Figure 1. Layout detail (run 1).
The bar under the picture is 20 microns long. Window x 19 to 69, y 37 to 87 microns. Cells in gray, sequential cells in the stronger gray; small squares are vias.
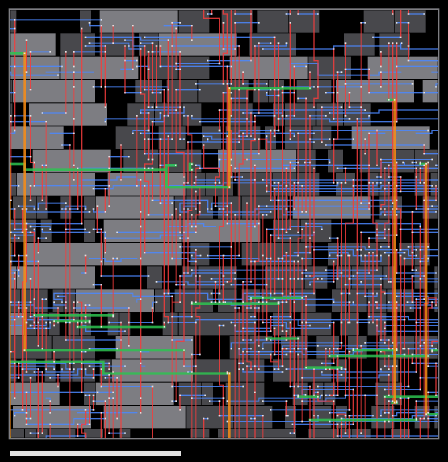
Figure 2. Sequential cells grouped by signal name (run 1).
The bar under the picture is 20 microns long. Other sequential cells in the stronger gray, the rest of the logic in the fainter gray.
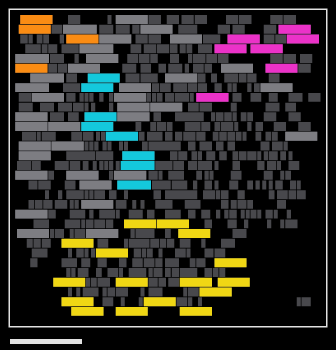
Figure 3. I/O pins on the die edge (run 1).
The bar under the picture is 20 microns long. Pins as bars across the die edge, other pins in gray.
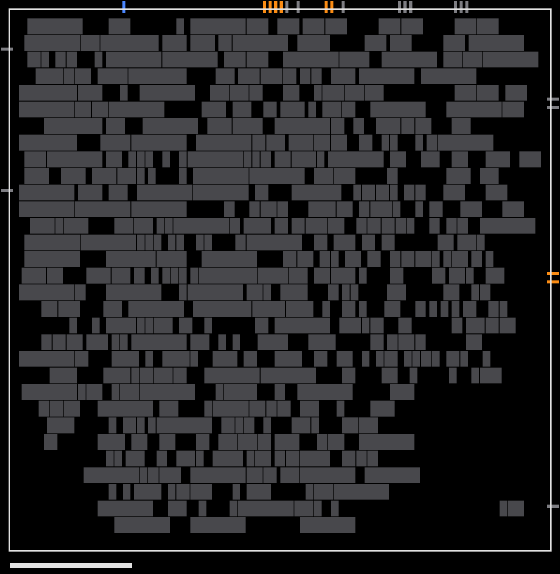
Figure 4. Clock wiring as the flow saved it (run 1).
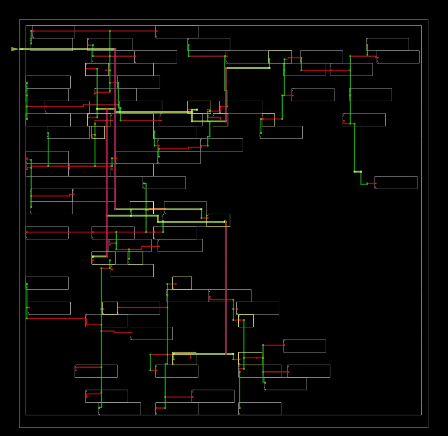
$ cat config.mk
export PLATFORM = sky130hd
export DESIGN_NAME = ps2_key_rx
export DESIGN_NICKNAME = d
export VERILOG_FILES = /design/src/rtl/ps2_pkg.sv /design/src/rtl/ps2_frame_rx.sv /design/src/rtl/ps2_key_rx.sv
export SDC_FILE = /design/constraint.sdc
export NUM_CORES = 1
export LEC_CHECK = 0
export CAP_MARGIN = 10
export CORE_UTILIZATION = 54
export DETAILED_ROUTE_END_ITERATION = 16
export GPL_TIMING_DRIVEN = 0
export PLACE_DENSITY = 0.76
export SYNTH_ARGS = -nofsm -noshare
export SYNTH_HDL_FRONTEND = slang
export SYNTH_HIERARCHICAL = 1
export SYNTH_SLANG_ARGS = --single-unit
$ cat constraint.sdc
create_clock -name clk -period 2.2 [get_ports clk]
set_input_delay 0.22 -clock clk [delete_from_list [all_inputs] [get_ports clk]]
set_output_delay 0.22 -clock clk [all_outputs]
set_load 0.02 [all_outputs]
$ cat src/rtl/ps2_pkg.sv
// Shared constants, frame FSM encoding and set-2 scan code to ASCII mapping
// for the PS/2 keyboard receiver.
package ps2_pkg;

    localparam logic [7:0] PS2_BRK = 8'hF0;
    localparam logic [7:0] PS2_EXT = 8'hE0;

    typedef enum logic [1:0] {
        ST_IDLE   = 2'd0,
        ST_DATA   = 2'd1,
        ST_PARITY = 2'd2,
        ST_STOP   = 2'd3
    } rx_state_e;

    // Set-2 make code to uppercase ASCII; anything unmapped yields 8'h00.
    function automatic logic [7:0] ascii(input logic [7:0] code);
        logic [7:0] a;
        case (code)
            8'h1C: a = 8'h41; 8'h32: a = 8'h42; 8'h21: a = 8'h43; 8'h23: a = 8'h44;
            8'h24: a = 8'h45; 8'h2B: a = 8'h46; 8'h34: a = 8'h47; 8'h33: a = 8'h48;
            8'h43: a = 8'h49; 8'h3B: a = 8'h4A; 8'h42: a = 8'h4B; 8'h4B: a = 8'h4C;
            8'h3A: a = 8'h4D; 8'h31: a = 8'h4E; 8'h44: a = 8'h4F; 8'h4D: a = 8'h50;
            8'h15: a = 8'h51; 8'h2D: a = 8'h52; 8'h1B: a = 8'h53; 8'h2C: a = 8'h54;
            8'h3C: a = 8'h55; 8'h2A: a = 8'h56; 8'h1D: a = 8'h57; 8'h22: a = 8'h58;
            8'h35: a = 8'h59; 8'h1A: a = 8'h5A;
            8'h45: a = 8'h30; 8'h16: a = 8'h31; 8'h1E: a = 8'h32; 8'h26: a = 8'h33;
            8'h25: a = 8'h34; 8'h2E: a = 8'h35; 8'h36: a = 8'h36; 8'h3D: a = 8'h37;
            8'h3E: a = 8'h38; 8'h46: a = 8'h39;
            8'h29: a = 8'h20; 8'h5A: a = 8'h0D; 8'h66: a = 8'h08;
            default: a = 8'h00;
        endcase
        return a;
    endfunction

endpackage

$ cat src/rtl/ps2_frame_rx.sv
// PS/2 device-to-host frame receiver: synchronisers, ps2_clk glitch filter,
// 11-bit frame FSM with odd-parity/stop checks and an inactivity timeout.
module ps2_frame_rx
    import ps2_pkg::*;
#(
    parameter int FILTER_LEN  = 8,
    parameter int TIMEOUT_CYC = 50000
) (
    input  logic       clk,
    input  logic       rst_n,
    input  logic       ps2_clk,
    input  logic       ps2_data,
    output logic       frame_done,
    output logic [7:0] code,
    output logic       frame_err
);

    localparam int FW = $clog2(FILTER_LEN + 1);
    localparam int TW = $clog2(TIMEOUT_CYC + 1);

    logic          clk_meta_q, clk_meta_d, clk_sync_q, clk_sync_d;
    logic          dat_meta_q, dat_meta_d, dat_sync_q, dat_sync_d;
    logic          filt_q, filt_d, strobe_q, strobe_d;
    logic [FW-1:0] fcnt_q, fcnt_d;
    rx_state_e     state_q, state_d;
    logic [2:0]    bit_cnt_q, bit_cnt_d;
    logic [7:0]    shift_q, shift_d;
    logic          par_ok_q, par_ok_d;
    logic [TW-1:0] tmo_q, tmo_d;
    logic          done_q, done_d, err_q, err_d;
    logic [7:0]    code_q, code_d;
    logic          tmo_hit;

    // Idle-high reset values keep the filter from seeing a false falling edge.
    always_comb begin
        clk_meta_d = ps2_clk;
        clk_sync_d = clk_meta_q;
        dat_meta_d = ps2_data;
        dat_sync_d = dat_meta_q;
        filt_d     = filt_q;
        fcnt_d     = '0;
        if (clk_sync_q != filt_q) begin
            if (fcnt_q == FW'(FILTER_LEN - 1)) filt_d = clk_sync_q;
            else                               fcnt_d = fcnt_q + 1'b1;
        end
        strobe_d = filt_q & ~filt_d;
    end

    assign tmo_hit = (state_q != ST_IDLE) && !strobe_q && (tmo_q == TW'(TIMEOUT_CYC - 1));

    always_ff @(posedge clk or negedge rst_n) begin
        if (!rst_n) begin
            clk_meta_q <= 1'b1;
            clk_sync_q <= 1'b1;
            dat_meta_q <= 1'b1;
            dat_sync_q <= 1'b1;
            filt_q     <= 1'b1;
            fcnt_q     <= '0;
            strobe_q   <= 1'b0;
            state_q    <= ST_IDLE;
            bit_cnt_q  <= '0;
            shift_q    <= '0;
            par_ok_q   <= 1'b0;
            tmo_q      <= '0;
            done_q     <= 1'b0;
            err_q      <= 1'b0;
            code_q     <= '0;
        end else begin
            clk_meta_q <= clk_meta_d;
            clk_sync_q <= clk_sync_d;
            dat_meta_q <= dat_meta_d;
            dat_sync_q <= dat_sync_d;
            filt_q     <= filt_d;
            fcnt_q     <= fcnt_d;
            strobe_q   <= strobe_d;
            state_q    <= state_d;
            bit_cnt_q  <= bit_cnt_d;
            shift_q    <= shift_d;
            par_ok_q   <= par_ok_d;
            tmo_q      <= tmo_d;
            done_q     <= done_d;
            err_q      <= err_d;
            code_q     <= code_d;
        end
    end

    always_comb begin
        state_d   = state_q;
        bit_cnt_d = bit_cnt_q;
        shift_d   = shift_q;
        par_ok_d  = par_ok_q;
        tmo_d     = '0;
        if (state_q != ST_IDLE && !strobe_q) tmo_d = tmo_q + 1'b1;
        if (tmo_hit) begin
            state_d = ST_IDLE;
            tmo_d   = '0;
        end else if (strobe_q) begin
            case (state_q)
                ST_IDLE: begin
                    if (!dat_sync_q) begin
                        state_d   = ST_DATA;
                        bit_cnt_d = '0;
                    end
                end
                ST_DATA: begin
                    shift_d   = {dat_sync_q, shift_q[7:1]};
                    bit_cnt_d = bit_cnt_q + 1'b1;
                    if (bit_cnt_q == 3'd7) state_d = ST_PARITY;
                end
                ST_PARITY: begin
                    par_ok_d = ^{shift_q, dat_sync_q};
                    state_d  = ST_STOP;
                end
                default: state_d = ST_IDLE;
            endcase
        end
    end

    always_comb begin
        done_d = 1'b0;
        err_d  = tmo_hit;
        code_d = code_q;
        if (strobe_q && state_q == ST_STOP) begin
            if (dat_sync_q && par_ok_q) begin
                done_d = 1'b1;
                code_d = shift_q;
            end else begin
                err_d = 1'b1;
            end
        end
    end

    assign frame_done = done_q;
    assign code       = code_q;
    assign frame_err  = err_q;

endmodule

$ cat src/rtl/ps2_key_rx.sv
// PS/2 keyboard receiver top: frame reception plus make/break/extended decoding
// into a held-key ASCII code for the character display.
module ps2_key_rx
    import ps2_pkg::*;
#(
    parameter int FILTER_LEN  = 8,
    parameter int TIMEOUT_CYC = 50000
) (
    input  logic       clk,
    input  logic       rst_n,
    input  logic       ps2_clk,
    input  logic       ps2_data,
    output logic [7:0] ps2_byte,
    output logic       ps2_state,
    output logic [7:0] scan_code,
    output logic       key_valid,
    output logic       frame_err
);

    logic       rx_done, rx_err;
    logic [7:0] rx_code;

    logic [7:0] byte_q, byte_d, scan_q, scan_d;
    logic       state_q, state_d, kv_q, kv_d, err_q, err_d;
    logic       brk_q, brk_d, ext_q, ext_d;

    ps2_frame_rx #(
        .FILTER_LEN (FILTER_LEN),
        .TIMEOUT_CYC(TIMEOUT_CYC)
    ) u_frame_rx (
        .clk       (clk),
        .rst_n     (rst_n),
        .ps2_clk   (ps2_clk),
        .ps2_data  (ps2_data),
        .frame_done(rx_done),
        .code      (rx_code),
        .frame_err (rx_err)
    );

    always_comb begin
        byte_d  = byte_q;
        scan_d  = scan_q;
        state_d = state_q;
        kv_d    = 1'b0;
        err_d   = rx_err;
        brk_d   = brk_q;
        ext_d   = ext_q;
        if (rx_err) begin
            brk_d = 1'b0;
            ext_d = 1'b0;
        end else if (rx_done) begin
            if (rx_code == PS2_BRK) begin
                brk_d = 1'b1;
            end else if (rx_code == PS2_EXT) begin
                ext_d = 1'b1;
            end else if (brk_q) begin
                // Releases of keys other than the held one are dropped.
                if (rx_code == scan_q) begin
                    state_d = 1'b0;
                    byte_d  = 8'h00;
                end
                brk_d = 1'b0;
                ext_d = 1'b0;
            end else begin
                scan_d  = rx_code;
                state_d = 1'b1;
                kv_d    = 1'b1;
                byte_d  = ext_q ? 8'h00 : ascii(rx_code);
                ext_d   = 1'b0;
            end
        end
    end

    always_ff @(posedge clk or negedge rst_n) begin
        if (!rst_n) begin
            byte_q  <= '0;
            scan_q  <= '0;
            state_q <= 1'b0;
            kv_q    <= 1'b0;
            err_q   <= 1'b0;
            brk_q   <= 1'b0;
            ext_q   <= 1'b0;
        end else begin
            byte_q  <= byte_d;
            scan_q  <= scan_d;
            state_q <= state_d;
            kv_q    <= kv_d;
            err_q   <= err_d;
            brk_q   <= brk_d;
            ext_q   <= ext_d;
        end
    end

    assign ps2_byte  = byte_q;
    assign ps2_state = state_q;
    assign scan_code = scan_q;
    assign key_valid = kv_q;
    assign frame_err = err_q;

endmodule

==> out/metrics.cfg, run 1 <==
[logic_synthesis]
flop_cell=dfrtp_1
synth_top_area_share_pct=40.40
synth-warning-count=6
ys_types=69
synthArstFlopShare_pct=100.0
synth_cells=412
ys_ff=70
synth_nets=431
topCellsByArea=dfrtp_1, mux2_2, nand2_1, ha_1, xor2_1
synthTopCellsByCount=dfrtp_1, nand2_1, nor2_1
edf_count=0
yosys_area_sq_um=4026
yosysSeqAreaShare_pct=43.66

[critical_path]
worstSetupEndpointType=flop
cp-start-kind=flop
crit_fanout=8
worstSetupPathType=reg2reg
r2r-end=ps2_byte[2]$_DFFE_PN0P_
cp.arrival_ps=2340
reg2reg_depth=6

[cts]
tritoncts=done
clk_pin_slew_ps=80
cts_buffer_depth=2
root_buffer=clkbuf_8
cts-buffers-inserted=9

[place]
placed_area_sq_um=4367
place_congestion=0.8655
pre_cts_ws_ps=-416.3
dp.cells=532

[timing]
rsz0062_at_grt=false
fin_hold_ws_ps=260.5
fin_skew_ps=6.792
min_period_ps=2081
setup_viol=0
hold_violations=0
worstMarginPinSlew_ps=866.3

[floorplanning]
die_w_microns=88.35
dieHeight_microns=88.35
io_pins=23
dieArea_sq_um=7806
rows=31
core_area_sq_um=7214
initial_core_util_pct=55.81

[power_and_ir_drop]
peakVddDrop_mv=0.5753
p_sw_w=0.0006323
p_leak_nw=2.097
p_int_w=0.001807
total_power_w=0.002440
p_clk_share_pct=40.1
p_per_area_nw_per_um2=521.5

[outcome]
status=completed

[final_layout]
final_area_sq_um=4678
final_cells=556
layout.nets=471
layout-drive-gt1-share_pct=19.04
final_cell_mix=dfrtp_1, nand2_1, nor2_1, clkdlybuf4s50_1, mux2_2
syn2layout_area_growth_pct=16.19

[routing]
wire_per_inst_microns=16.24
ant_nets=0
totalWireLength_microns=9032
vias=3167
drt-initial-drc-count=211
dr.pass1.iters=6
route.detailed.drc=0

[global_route]
grt_usage_pct=24.89
grt-ovfl-total=0

[worst_hold_path]
min_path_cells=1
hold-path-endpoint=u_frame_rx/clk_meta_q$_DFF_PN1_
hold_class=in2reg

[job]
warnings=34

-- Figure 1 (at the start) --
Key: M1 = blue; M3 = green; M2 = red; M4 = orange
187 logic cells have their middle in the window. Netlist names of flops here include u_frame_rx/code (8), scan_code (6), ps2_byte (3). Sequential cells in the window: 30. Most frequent: nand2_1 (30), dfrtp_1 (26), clkdlybuf4s50_1 (12).

-- Figure 2 (at the start) --
Key: u_frame_rx/fcnt_q = orange [placed flops 4, where top left]; u_frame_rx/tmo_q = yellow [placed flops 16]; u_frame_rx/code = cyan [placed flops 8]; ps2_byte = magenta [placed flops 7, where top right]
Another 35 sequential cells are not colored.
Reg area: 1760 sq um
Seq. pwr: 0.00135 W

-- Figure 3 (at the start) --
Key: scan_code = orange [pins 8, direction output, edge 6 top, 2 right]; ps2_data = blue [pins 1, direction input, edge top]

-- Figure 4 (at the start) --
CTS sink cnt: 70
Clock Latency Late Sink: 360 ps
flop count: 70

run 1: how the worst max path moves through the flow:
stage | from | to | slack [ps] | cells past startpoint
finish | u_frame_rx/code[1]$_DFFE_PN0P_ | ps2_byte[2]$_DFFE_PN0P_ | 120 | 6
global route | u_frame_rx/code[2]$_DFFE_PN0P_ | ps2_byte[0]$_DFFE_PN0P_ | 5 | 6
CTS | u_frame_rx/code[1]$_DFFE_PN0P_ | ps2_byte[5]$_DFFE_PN0P_ | 10 | 9
detailed placement | u_frame_rx/code[1]$_DFFE_PN0P_ | ps2_byte[5]$_DFFE_PN0P_ | -420 | 9
global placement | rst_n | u_frame_rx/tmo_q[7]$_DFF_PN0_ | -1370 | 1
floorplan | u_frame_rx/code[1]$_DFFE_PN0P_ | ps2_byte[5]$_DFFE_PN0P_ | 30 | 9
run 1: state kept, by name, indices dropped and copies added (netlist names), 2 cells and up:
register	cells
u_frame_rx/state_q	2
u_frame_rx/bit_cnt_q	3
ps2_byte	7
u_frame_rx/code	8
u_frame_rx/tmo_q	16
scan_code	8
u_frame_rx/fcnt_q	4
u_frame_rx/shift_q	8
run 1: power groups by stage:
stage                     clock network [W]  registers [W]   logic, W
after global placement                    0        0.00138   0.000106
after CTS                           0.00100        0.00135   0.000111
after floorplan                           0        0.00137  0.0000675
after global routing                0.00105        0.00136   0.000123
final                              0.000978        0.00135   0.000110
after detailed placement                  0        0.00138   0.000110
run 1: area by class of cell:
class	count	area (sq um)	share of cell area, %
buffer	23	127.6	2.728
clock buffer	9	123.9	2.648
clock inverter	7	61.31	1.311
inverter	12	47.55	1.016
multi-input combinational	307	2163	46.24
sequential	70	1760	37.63
tap	99	123.9	2.648
timing repair buffer	29	270.3	5.777
run 1: kinds of logic (layout without fill, tap and decap cells):
family | Yosys count | count (layout) | synth area share [%]
simple gates | 165 | 165 | 21.13
compound gates | 72 | 72 | 12.68
flops | 70 | 70 | 43.66
buf+inv | 35 | 80 | 3.946
xor+xnor | 28 | 28 | 6.433
mux | 26 | 26 | 7.396
fa+ha+maj | 15 | 15 | 4.661
other cells | 1 | 1 | 0.09314
run 1: stage by stage:
stage               utilization, %  TNS [ps]
finish                       64.85         0
global route                 64.85         0
CTS                          64.13         0
detailed placement           60.53     -3737
global placement             60.56    -95050
floorplan                        -         0
run 1: repair_timing:
| action | CTS | global route |
|---|---|---|
| pin swaps | 1 | 2 |
| buffers inserted | 4 | 3 |
| hold buffers | 1 | 0 |
| resized | 10 | 5 |
| setup endpoints to repair | 15 | 22 |
| cloned | 0 | 0 |
| hold endpoints to repair | 19 | 0 |
run 1: critical path, cell delays in order, from the launching register on:
cell and delay (ps):
dfrtp_2 420, buf_4 160, ha_2 220, mux4_2 490, nor2b_1 150, a311o_1 330, a32o_1 220
run 1: per-layer routing:
metal	up-vias	wire length (microns)	GRT usage, %	share of wire (%)
li1	1535	-	-	-
met1	1543	4074	33.53	45
met2	74	4471	39.65	50
met3	15	314	5.037	3.5
met4	0	172	9.824	1.9
met5	-	0	0	0
==> inputs of run 2 (changes only) <==
CAP_MARGIN = 20   (was 10)
CTS_CLUSTER_SIZE = 16   (was unset)
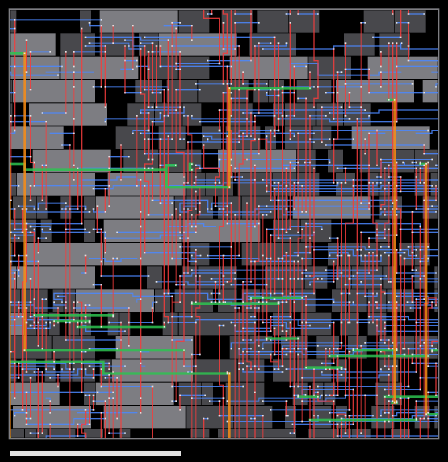
Figure 5: run 2, layout detail.
The bar under the picture is 20 microns long. Window x 19 to 69, y 37 to 87 microns. Cells in gray, sequential cells in the stronger gray; small squares are vias.
Key: M4 = orange; M1 = blue; M2 = red; M3 = green
187 logic cells have their middle in the window. Most frequent: nand2_1 (30), dfrtp_1 (26), clkdlybuf4s50_1 (12). Netlist names of flops here include u_frame_rx/code (8), scan_code (6), ps2_byte (3). Sequential cells in the window: 30.

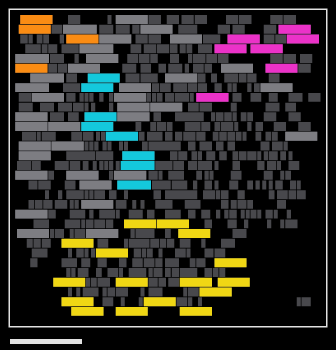
Figure 6: run 2, sequential cells grouped by signal name.
The bar under the picture is 20 microns long. Other sequential cells in the stronger gray, the rest of the logic in the fainter gray.
Key: u_frame_rx/tmo_q = yellow [placed flops 16]; u_frame_rx/code = cyan [placed flops 8]; u_frame_rx/fcnt_q = orange [placed flops 4, where top left]; ps2_byte = magenta [placed flops 7, where top right]
Another 35 sequential cells are not colored.

==> run 2 against run 1 <==
  * Combinational power about the same
  * Clock skew did not move
  * Total power stayed put
  * Wire length did not move
  * Worst setup slack is the same
  * Sequential share of layout area is the same
  * Die size unchanged
  * Clock power is essentially flat
  * Critical endpoint unchanged
  * Largest power group unchanged
==> out/metrics.cfg, run 2 <==
[outcome]
status=completed

[logic_synthesis]
ys_types=69  ; unchanged
synth.cellmix.simpleShare_pct=21.13  ; unchanged
syn_avg_cell_area_sq_um=9.773
synthArstFlopShare_pct=100.0  ; unchanged
synth-compound-area-share_pct=12.68  ; unchanged
synth_nets=431  ; unchanged
yosys_area_sq_um=4026  ; unchanged
synth_area_leader_cell=dfrtp_1
synth_dominant_cell_count=dfrtp_1
yosysSeqAreaShare_pct=43.66  ; unchanged
ys_cells=412
ys_ff=70  ; unchanged
ys_sh_adder_pct=4.661  ; unchanged
edf_count=0  ; unchanged
topCellsByArea=dfrtp_1, mux2_2, nand2_1, ha_1, xor2_1
topCombFamilyByArea=simple AND/OR/NAND/NOR gates
synth-warning-count=6  ; unchanged
syn-cell-area_sq_um=4026
synthMuxAreaShare_pct=7.396  ; unchanged
xor_share_pct=6.433  ; unchanged
synth_cells=412  ; unchanged
synthTopCellsByCount=dfrtp_1, nand2_1, nor2_1
synth_top_area_share_pct=40.40  ; unchanged
flop_cell=dfrtp_1

[critical_path]
cp.arrival_ps=2340  ; about the same
reg2reg_depth=6  ; unchanged
r2r-end=ps2_byte[2]$_DFFE_PN0P_
crit_slowest_cell=mux4_2
r2r-start=u_frame_rx/code[1]$_DFFE_PN0P_
crit_fanout=8  ; unchanged
cp-start-kind=flop
slowest_delay_ps=490  ; about the same
worstSetupPathType=reg2reg
cp_cell_sequence=buf_4 -> ha_2 -> mux4_2 -> nor2b_1 -> a311o_1 -> a32o_1
r2r_setup_slack_ps=120
worstSetupEndpointType=flop

[routing]
drt-initial-drc-count=211  ; unchanged
totalWireLength_microns=9032  ; unchanged
via_per_inst=5.696
route.detailed.drc=0  ; unchanged
ant_nets=0  ; unchanged
dr.pass1.iters=6  ; unchanged
wire_per_inst_microns=16.24  ; unchanged
vias=3167  ; unchanged

[place]
dp.cells=532  ; unchanged
place_congestion=0.8655  ; unchanged
pre_cts_ws_ps=-416.3  ; unchanged
hpwl_microns=6263
port_buffers=21

[cts]
worst_skew_pair.late_latency_ps=360  ; about the same
cts_buffer_depth=2  ; unchanged
clock-sinks=70  ; unchanged
cts-htree-levels=3
clk_pin_slew_ps=80  ; about the same
root_buffer=clkbuf_8
tritoncts=done
cts-buffers-inserted=9  ; unchanged

[final_layout]
mostFrequentLayoutCell=dfrtp_1
layout-drive-gt1-share_pct=19.04  ; unchanged
fill_cells=603
final_cell_mix=dfrtp_1, nand2_1, nor2_1, clkdlybuf4s50_1, mux2_2
final_cells=556  ; unchanged
syn2layout_area_growth_pct=16.19  ; unchanged
n_antenna_cell=0
layout.nets=471  ; unchanged
largest_reg_flops=16  ; unchanged
finish.utilization_pct=64.85  ; unchanged
regMostFlops=u_frame_rx/tmo_q

[timing]
fin_tns_setup_ps=0  ; unchanged
drv_slew=0
hold_violations=0  ; unchanged
min_period_ps=2081  ; unchanged
setup_viol=0  ; unchanged
rsz0062_at_grt=false
max_freq_ghz=0.4805
relSlewSlack_pct=42.25
setup_slack_ps=118.6
worstMarginPinSlew_ps=866.3  ; unchanged
fin_skew_ps=6.792  ; unchanged

[floorplanning]
rows=31  ; unchanged
dieArea_sq_um=7806  ; unchanged
initial_core_util_pct=55.81  ; unchanged
die_w_microns=88.35  ; unchanged
dieHeight_microns=88.35  ; unchanged
io_pins=23  ; unchanged
core_area_sq_um=7214  ; unchanged

[power_and_ir_drop]
power_frac_seq_pct=55.4
p_per_area_nw_per_um2=521.5  ; unchanged
combPwrFrac_pct=4.5
p_sw_w=0.0006323  ; unchanged
p_leak_nw=2.097  ; unchanged
netSwitchingFraction_pct=25.92
peakVddDrop_mv=0.5753  ; unchanged
total_power_w=0.002440  ; unchanged
p_int_w=0.001807  ; unchanged
p_clk_share_pct=40.1  ; about the same

[global_route]
grt_usage_pct=24.89  ; unchanged
grt-ovfl-total=0  ; unchanged
grt_max_degree=71
grt_pass1_vias=3021

[job]
warnings=34  ; unchanged

[worst_hold_path]
hold-path-endpoint=u_frame_rx/clk_meta_q$_DFF_PN1_
min_path_cells=1  ; unchanged
hold_class=in2reg

run 2: cell counts after synthesis:
Identical to the previous run, type by type.
run 2: through the flow:
step                      cell area (sq um)  hold slack (ps)
after global placement                 4369            347.7
after global routing                   4678            243.5
after floorplan                        4035           -75.59
final                                  4678            260.5
after CTS                              4627            247.4
after detailed placement               4367            348.8
run 2: critical path, delay by kind of cell, from the launching register on:
family                     cells  cell delay (ps)
buffers and inverters          1              160
DFF                            1              420
adders and majority gates      1              220
AOI/OAI and AO/OA              2              550
muxes                          1              490
and+or+nand+nor                1              150
run 2: power by group through the flow:
stage	clock network, W	logic, W	registers, W
6_report	0.000978	0.000110	0.00135
5_1_grt	0.00105	0.000123	0.00136
4_1_cts	0.00100	0.000111	0.00135
3_5_place_dp	0	0.000110	0.00138
3_3_place_gp	0	0.000106	0.00138
2_1_floorplan	0	0.0000675	0.00137
run 2: what timing repair did:
action | CTS | global route
buffers inserted | 4 | 3
resized | 10 | 5
pin swaps | 1 | 2
setup endpoints to repair | 15 | 22
hold endpoints to repair | 19 | 0
hold buffers | 1 | 0
run 2: kinds of logic (layout without fill, tap and decap cells):
family          count (synthesis)  after routing
mux                            26             26
flops                          70             70
other cells                     1              1
compound gates                 72             72
buf+inv                        35             80
xor+xnor                       28             28
simple gates                  165            165
fa+ha+maj                      15             15
run 2: layout make-up:
cell class                 count  area, sq um  area share (%)
timing repair buffer          29        270.3           5.777
sequential                    70         1760           37.63
inverter                      12        47.55           1.016
buffer                        23        127.6           2.728
clock inverter                 7        61.31           1.311
tap                           99        123.9           2.648
clock buffer                   9        123.9           2.648
multi-input combinational    307         2163           46.24
run 2: worst max path at each step:
| stage | start | to | cells after the start |
|---|---|---|---|
| floorplan | u_frame_rx/code[1]$_DFFE_PN0P_ | ps2_byte[5]$_DFFE_PN0P_ | 9 |
| global placement | rst_n | u_frame_rx/tmo_q[7]$_DFF_PN0_ | 1 |
| detailed placement | u_frame_rx/code[1]$_DFFE_PN0P_ | ps2_byte[5]$_DFFE_PN0P_ | 9 |
| CTS | u_frame_rx/code[1]$_DFFE_PN0P_ | ps2_byte[5]$_DFFE_PN0P_ | 9 |
| global route | u_frame_rx/code[2]$_DFFE_PN0P_ | ps2_byte[0]$_DFFE_PN0P_ | 6 |
| finish | u_frame_rx/code[1]$_DFFE_PN0P_ | ps2_byte[2]$_DFFE_PN0P_ | 6 |
run 2: metal layers:
metal  part of all wire [%]  wire (microns)  track usage (%)  vias to the layer above
li1                       -               -                -                     1535
met1                     45            4074            33.53                     1543
met2                     50            4471            39.65                       74
met3                    3.5             314            5.037                       15
met4                    1.9             172            9.824                        0
met5                      0               0                0                        -
Power figures rest on the tool's default switching activity, not on a simulated workload.
